Run 1, routing congestion:
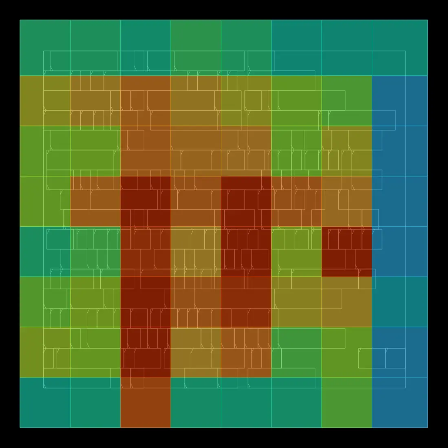
Run 1, sequential cells grouped by signal name:
Bar = 20 microns. Other sequential cells in the stronger gray, the rest of the logic in the fainter gray.
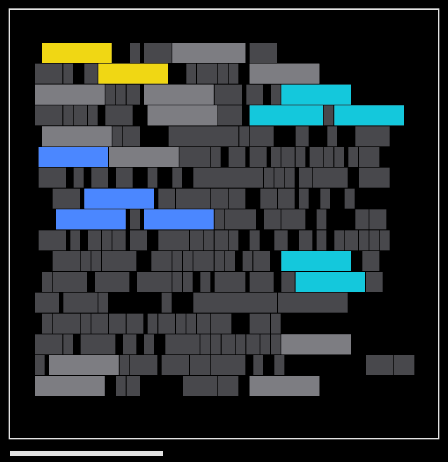
Run 1, placement by cell class:
Bar = 20 microns. Fill, decap, tap and diode cells in gray.
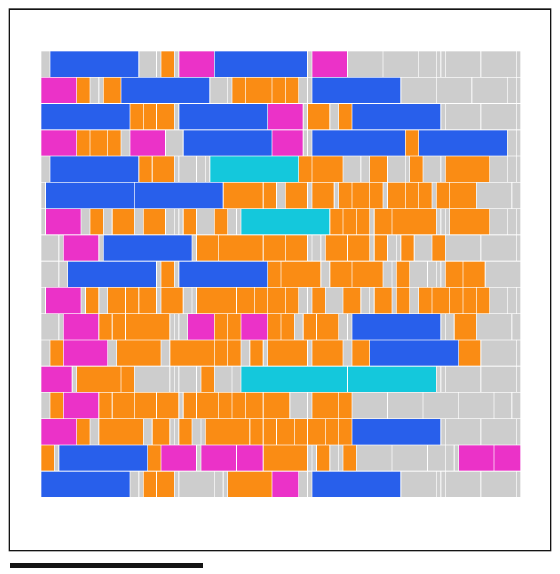
Run 1, local utilization:
The die is cut into 11 by 11 equal tiles; black is low, pale yellow is high, 0 to 100% covered.
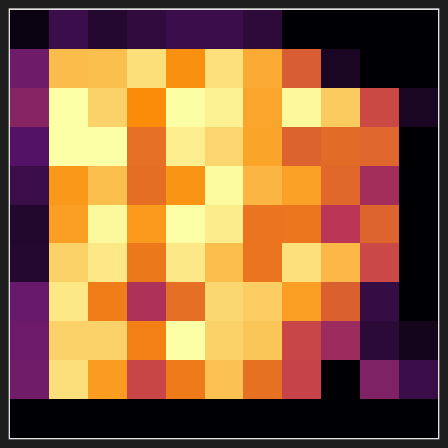
`src/rtl/syn_rst_seq_ctrl.sv`:
```
// Power-up / soft reset sequencer: synchronises the board reset, holds all domains,
// then releases each domain reset in index order, waiting (bounded) for its ready ack.
module syn_rst_seq_ctrl #(
   parameter int NUM_DOMAINS = 4,
   parameter int SYNC_STAGES = 2,
   parameter int HOLD_CYCLES = 8,
   parameter int STAGE_DLY   = 4,
   parameter int RDY_TIMEOUT = 16,
   localparam int DOM_W = (NUM_DOMAINS > 1) ? $clog2(NUM_DOMAINS) : 1
) (
   input  logic                   clk_ir,
   input  logic                   rst_async_il,
   input  logic                   soft_rst_req_i,
   input  logic [NUM_DOMAINS-1:0] dom_rdy_i,
   output logic [NUM_DOMAINS-1:0] dom_rst_l_o,
   output logic                   seq_busy_o,
   output logic                   seq_done_o,
   output logic [DOM_W-1:0]       cur_dom_o,
   output logic [NUM_DOMAINS-1:0] timeout_err_o
);

   localparam int MAX_A   = (HOLD_CYCLES > STAGE_DLY) ? HOLD_CYCLES : STAGE_DLY;
   localparam int MAX_CNT = (MAX_A > RDY_TIMEOUT) ? MAX_A : RDY_TIMEOUT;
   localparam int CNT_W   = $clog2(MAX_CNT + 1);

   localparam logic [CNT_W-1:0] HOLD_LD  = CNT_W'(HOLD_CYCLES);
   localparam logic [CNT_W-1:0] GAP_LD   = CNT_W'(STAGE_DLY);
   localparam logic [CNT_W-1:0] RDY_LD   = CNT_W'(RDY_TIMEOUT);
   localparam logic [CNT_W-1:0] CNT_ONE  = CNT_W'(1);
   localparam logic [DOM_W-1:0] LAST_DOM = DOM_W'(NUM_DOMAINS - 1);

   typedef enum logic [1:0] {
      ST_HOLD     = 2'd0,
      ST_WAIT_RDY = 2'd1,
      ST_GAP      = 2'd2,
      ST_DONE     = 2'd3
   } state_t;

   logic [SYNC_STAGES-1:0] sync_r;
   logic                   rst_sync_l_r;

   state_t                 state_r, state_s;
   logic [CNT_W-1:0]       cnt_r, cnt_s;
   logic [NUM_DOMAINS-1:0] dom_rst_r, dom_rst_s;
   logic [NUM_DOMAINS-1:0] err_r, err_s;
   logic [DOM_W-1:0]       cur_r, cur_s;
   logic [DOM_W-1:0]       nxt_dom_s;
   logic                   busy_r, busy_s;
   logic                   done_r, done_s;

   assign nxt_dom_s = cur_r + DOM_W'(1);

   // Reset synchroniser; the retiming flop makes rst_sync_l rise SYNC_STAGES edges after edge 0
   always_ff @(posedge clk_ir or negedge rst_async_il) begin
      if (!rst_async_il) begin
         sync_r       <= '0;
         rst_sync_l_r <= 1'b0;
      end else begin
         sync_r       <= {sync_r[SYNC_STAGES-2:0], 1'b1};
         rst_sync_l_r <= sync_r[SYNC_STAGES-1];
      end
   end

   // Sequencer state register; every output comes straight from here
   always_ff @(posedge clk_ir or negedge rst_async_il) begin
      if (!rst_async_il) begin
         state_r   <= ST_HOLD;
         cnt_r     <= HOLD_LD;
         dom_rst_r <= '0;
         err_r     <= '0;
         cur_r     <= '0;
         busy_r    <= 1'b1;
         done_r    <= 1'b0;
      end else begin
         state_r   <= state_s;
         cnt_r     <= cnt_s;
         dom_rst_r <= dom_rst_s;
         err_r     <= err_s;
         cur_r     <= cur_s;
         busy_r    <= busy_s;
         done_r    <= done_s;
      end
   end

   // Next-state logic; a soft request overrides any ready/timeout at the same edge
   always_comb begin
      state_s   = state_r;
      cnt_s     = cnt_r;
      dom_rst_s = dom_rst_r;
      err_s     = err_r;
      cur_s     = cur_r;
      busy_s    = busy_r;
      done_s    = done_r;
      if (soft_rst_req_i) begin
         state_s   = ST_HOLD;
         cnt_s     = HOLD_LD;
         dom_rst_s = '0;
         err_s     = '0;
         cur_s     = '0;
         busy_s    = 1'b1;
         done_s    = 1'b0;
      end else begin
         case (state_r)
            ST_HOLD: begin
               if (!rst_sync_l_r) begin
                  cnt_s = HOLD_LD;
               end else if (cnt_r <= CNT_ONE) begin
                  dom_rst_s[0] = 1'b1;
                  cur_s        = '0;
                  cnt_s        = RDY_LD;
                  state_s      = ST_WAIT_RDY;
               end else begin
                  cnt_s = cnt_r - CNT_ONE;
               end
            end
            ST_WAIT_RDY: begin
               if (dom_rdy_i[cur_r] || (cnt_r <= CNT_ONE)) begin
                  if (!dom_rdy_i[cur_r]) begin
                     err_s[cur_r] = 1'b1;
                  end else begin
                     err_s = err_r;
                  end
                  if (cur_r == LAST_DOM) begin
                     state_s = ST_DONE;
                     busy_s  = 1'b0;
                     done_s  = 1'b1;
                  end else begin
                     state_s = ST_GAP;
                     cnt_s   = GAP_LD;
                  end
               end else begin
                  cnt_s = cnt_r - CNT_ONE;
               end
            end
            ST_GAP: begin
               if (cnt_r <= CNT_ONE) begin
                  dom_rst_s[nxt_dom_s] = 1'b1;
                  cur_s                = nxt_dom_s;
                  cnt_s                = RDY_LD;
                  state_s              = ST_WAIT_RDY;
               end else begin
                  cnt_s = cnt_r - CNT_ONE;
               end
            end
            ST_DONE: begin
               state_s = ST_DONE;
            end
            default: begin
               state_s = ST_HOLD;
               cnt_s   = HOLD_LD;
            end
         endcase
      end
   end

   assign dom_rst_l_o   = dom_rst_r;
   assign seq_busy_o    = busy_r;
   assign seq_done_o    = done_r;
   assign cur_dom_o     = cur_r;
   assign timeout_err_o = err_r;

endmodule

```
`config.mk`:
```
export PLATFORM = sky130hd
export DESIGN_NAME = syn_rst_seq_ctrl
export DESIGN_NICKNAME = d
export VERILOG_FILES = /design/src/rtl/syn_rst_seq_ctrl.sv
export SDC_FILE = /design/constraint.sdc
export NUM_CORES = 1
export LEC_CHECK = 0
export ABC_AREA = 1
export ABC_CLOCK_PERIOD_IN_PS = 1700
export CORE_MARGIN = 3
export CORE_UTILIZATION = 53
export CTS_BUF_LIST = sky130_fd_sc_hd__clkbuf_16
export DETAILED_ROUTE_END_ITERATION = 12
export PLACE_DENSITY = 0.83
export SLEW_MARGIN = 10
export SYNTH_ARGS = -nofsm -noshare
export SYNTH_HDL_FRONTEND = slang
export SYNTH_SLANG_ARGS = --single-unit
```
`constraint.sdc`:
```
create_clock -name clk_ir -period 1.7 [get_ports clk_ir]
set_input_delay 0.34 -clock clk_ir [delete_from_list [all_inputs] [get_ports clk_ir]]
set_output_delay 0.34 -clock clk_ir [all_outputs]
set_load 0.02 [all_outputs]
```
==> results.yml, run 1 <==
# yosys + openroad results
grt:
  overall_routing_resource_usage: 0.225
  use_met1: 0.271
logic_synthesis:
  synth_sequential_area_ratio: 0.419
  syn_inst: 161
  ys.flop_type: "sky130_fd_sc_hd__dfrtp_1"
  yosysUniqueCellTypes: 29
  synthSimpleGateAreaFrac: 0.318
  yosys.area_share.aoi: 0.0985
  syn_avg_cell_area_sq_um: 8.21
setup_path:
  regToRegEndpoint: "dom_rst_l_o[0]"
  worst_setup_path_startpoint: "dom_rst_l_o[0]"
  setup.worst_path.end: "dom_rst_l_o[0]"
placement:
  dp_cells: 211
  gp_routability_congestion: 0.845
hold_path:
  holdPathStages: 0
  hold_path_end: "sync_r[1]"
floorplanning:
  design.core.area_sq_mm: 0.00230
  fp.dieArea_sq_mm: 0.00313
final_layout:
  stdcell_count: 215
  registers.top_by_ff_count: "cnt_r"
run:
  number_of_warnings_in_the_stage_logs: 33
clock_network:
  clk_root_buf: "sky130_fd_sc_hd__clkbuf_16"
  cts_tree: "done"
  cts_made_buffers: 3
route:
  detail_route.wirelength.met1_microns: 1340
  vias: 1174
  total_drc_errors_in_the_routed_layout: 0
outcome:
  outcome: "finished, final reports clean"
final_timing:
  layout_min_cycle_time_ps: 1610
pwr:
  logic_gate_share_of_total_power: 0.455
-- 'routing congestion' (at the start) --
utilization of the core after routing: 0.728
most congested layer reported by global routing: met2
GR met3 Demand/Resource: 0.0464
met2 routing resource usage after global routing: 0.390

-- 'sequential cells grouped by signal name' (at the start) --
color	signal	placed flops
cyan	`cnt_r`	5
blue	`dom_rst_l_o`	4
yellow	`sync_r`	2

-- 'placement by cell class' (at the start) --
color	class	cells
magenta	other buffers and delay cells	23
blue	flops	22
orange	combinational and other logic	138
cyan	clock drivers and dummy loads	4

-- 'local utilization' (at the start) --
nearly empty tiles	19%
mean over tiles	52%
emptiest ninth of the die	south-east
fullest tile	100%

==> inputs of run 2 (changes only) <==
--- a/config.mk
+++ b/config.mk
@@ -11,6 +11,7 @@
 export CORE_UTILIZATION = 53
 export CTS_BUF_LIST = sky130_fd_sc_hd__clkbuf_16
 export DETAILED_ROUTE_END_ITERATION = 12
+export GPL_TIMING_DRIVEN = 1
 export PLACE_DENSITY = 0.83
 export SLEW_MARGIN = 10
 export SYNTH_ARGS = -nofsm -noshare
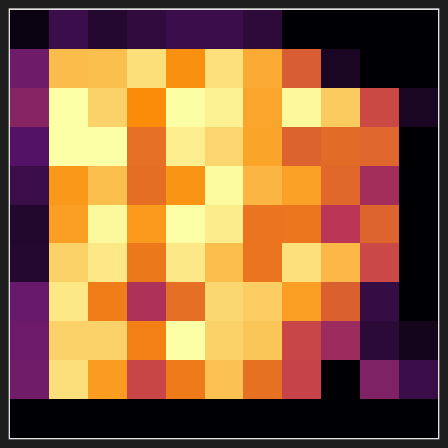
Run 2: local utilization
The die is cut into 11 by 11 equal tiles; black is low, pale yellow is high, 0 to 100% covered.
emptiest ninth of the die	south-east
tiles over 75% full	40%
fullest tile	100%
mean over tiles	52%
densest ninth of the die	center
nearly empty tiles	19%

==> results.yml, run 2 <==
# yosys + openroad results
final_layout:
  syn2layout_area_growth_pct: 26.5
  finalCoreUtilization: 0.728
  stdcell_count: 215
  registers.top_by_ff_count: "cnt_r"
  buf_share: 0.130
  insertedDiodeCount: 0
  nClkBuffers: 3
placement:
  place_hpwl_microns: 2310
  dp_cells: 211
  gp_routability_congestion: 0.845
pwr:
  power_sequential_mw: 0.720
  logic_gate_share_of_total_power: 0.455
setup_path:
  worst_setup_path_startpoint: "dom_rst_l_o[0]"
  setup.worst_path.end: "dom_rst_l_o[0]"
  worst_path_max_delay_cell: "sky130_fd_sc_hd__clkdlybuf4s50_1"
grt:
  grtUsageMet2: 0.390
  gr-max-usage-layer: "met2"
  grtUsageMet3: 0.0464
clock_network:
  cts.repair_timing.setup_buffer_count: 0
  clk_root_buf: "sky130_fd_sc_hd__clkbuf_16"
  cts_made_buffers: 3
  cts_tree: "done"
run:
  number_of_warnings_in_the_stage_logs: 33
final_timing:
  layout_min_cycle_time_ps: 1610
hold_path:
  holdPathStages: 0
  hold_path_end: "sync_r[1]"
logic_synthesis:
  ys.flop_type: "sky130_fd_sc_hd__dfrtp_1"
  synth_sequential_area_ratio: 0.419
  syn_inst: 161
  syn_avg_cell_area_sq_um: 8.21
  yosys.area_share.aoi: 0.0985
  yosysUniqueCellTypes: 29
  synthSimpleGateAreaFrac: 0.318
floorplanning:
  die_w_microns: 55.9
  design.core.area_sq_mm: 0.00230
  fp.dieArea_sq_mm: 0.00313
outcome:
  outcome: "finished, final reports clean"
route:
  detail_route.wirelength.met1_microns: 1340
  detail-route-antenna-nets: 0
  total_drc_errors_in_the_routed_layout: 0
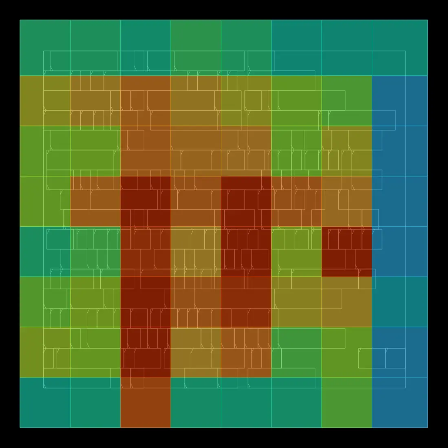
Run 2: routing congestion
Wirelength per Cell: 14.5 microns
overall routing resource usage: 0.225
Global Route met1 Usage: 0.271

==> inputs of run 3 (changes only) <==
--- a/config.mk
+++ b/config.mk
@@ -10,6 +10,8 @@
 export CORE_MARGIN = 3
 export CORE_UTILIZATION = 53
 export CTS_BUF_LIST = sky130_fd_sc_hd__clkbuf_16
+export CTS_CLUSTER_DIAMETER = 100
+export CTS_CLUSTER_SIZE = 24
 export DETAILED_ROUTE_END_ITERATION = 12
 export GPL_TIMING_DRIVEN = 1
 export PLACE_DENSITY = 0.83
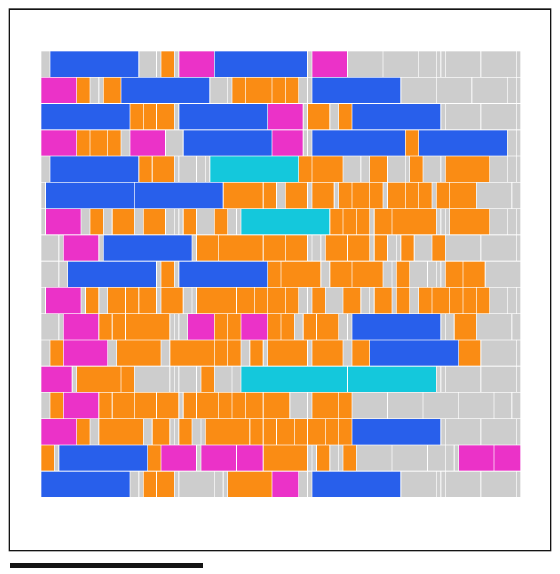
Run 3: placement by cell class
Bar = 20 microns. Fill, decap, tap and diode cells in gray.
color	class	cells
blue	flops	22
magenta	other buffers and delay cells	23
orange	combinational and other logic	138
cyan	clock drivers and dummy loads	4

==> results.yml, run 3 <==
# yosys + openroad results
final_timing:
  layout_min_cycle_time_ps: 1610
logic_synthesis:
  synth_sequential_area_ratio: 0.419
  ys.flop_type: "sky130_fd_sc_hd__dfrtp_1"
  yosysUniqueCellTypes: 29
  syn_avg_cell_area_sq_um: 8.21
  synthSimpleGateAreaFrac: 0.318
grt:
  grtUsageMet2: 0.390
  grtUsageMet3: 0.0464
  gr-max-usage-layer: "met2"
  use_met1: 0.271
run:
  number_of_warnings_in_the_stage_logs: 33
pwr:
  power_sequential_mw: 0.720
  logic_gate_share_of_total_power: 0.455
final_layout:
  registers.top_by_ff_count: "cnt_r"
  syn2layout_area_growth_pct: 26.5
  nClkBuffers: 3
  buf_share: 0.130
  insertedDiodeCount: 0
route:
  detail_route.wirelength.met1_microns: 1340
  detail-route-antenna-nets: 0
hold_path:
  holdPathStages: 0
  hold_path_end: "sync_r[1]"
placement:
  place_hpwl_microns: 2310
  dp_cells: 211
floorplanning:
  die_w_microns: 55.9
  fp.dieArea_sq_mm: 0.00313
  design.core.area_sq_mm: 0.00230
setup_path:
  worst_setup_path_startpoint: "dom_rst_l_o[0]"
  regToRegEndpoint: "dom_rst_l_o[0]"
clock_network:
  cts_tree: "done"
  cts.repair_timing.setup_buffer_count: 0
  cts_made_buffers: 3
  clk_root_buf: "sky130_fd_sc_hd__clkbuf_16"
outcome:
  outcome: "finished, final reports clean"
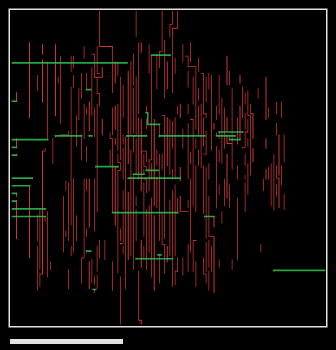
Run 3: signal wires by layer
Bar = 20 microns. Only two layers are drawn.
color	layer	wire length
red	metal 2	1550 microns
green	metal 3	128 microns

Power figures rest on the tool's default switching activity, not on a simulated workload.
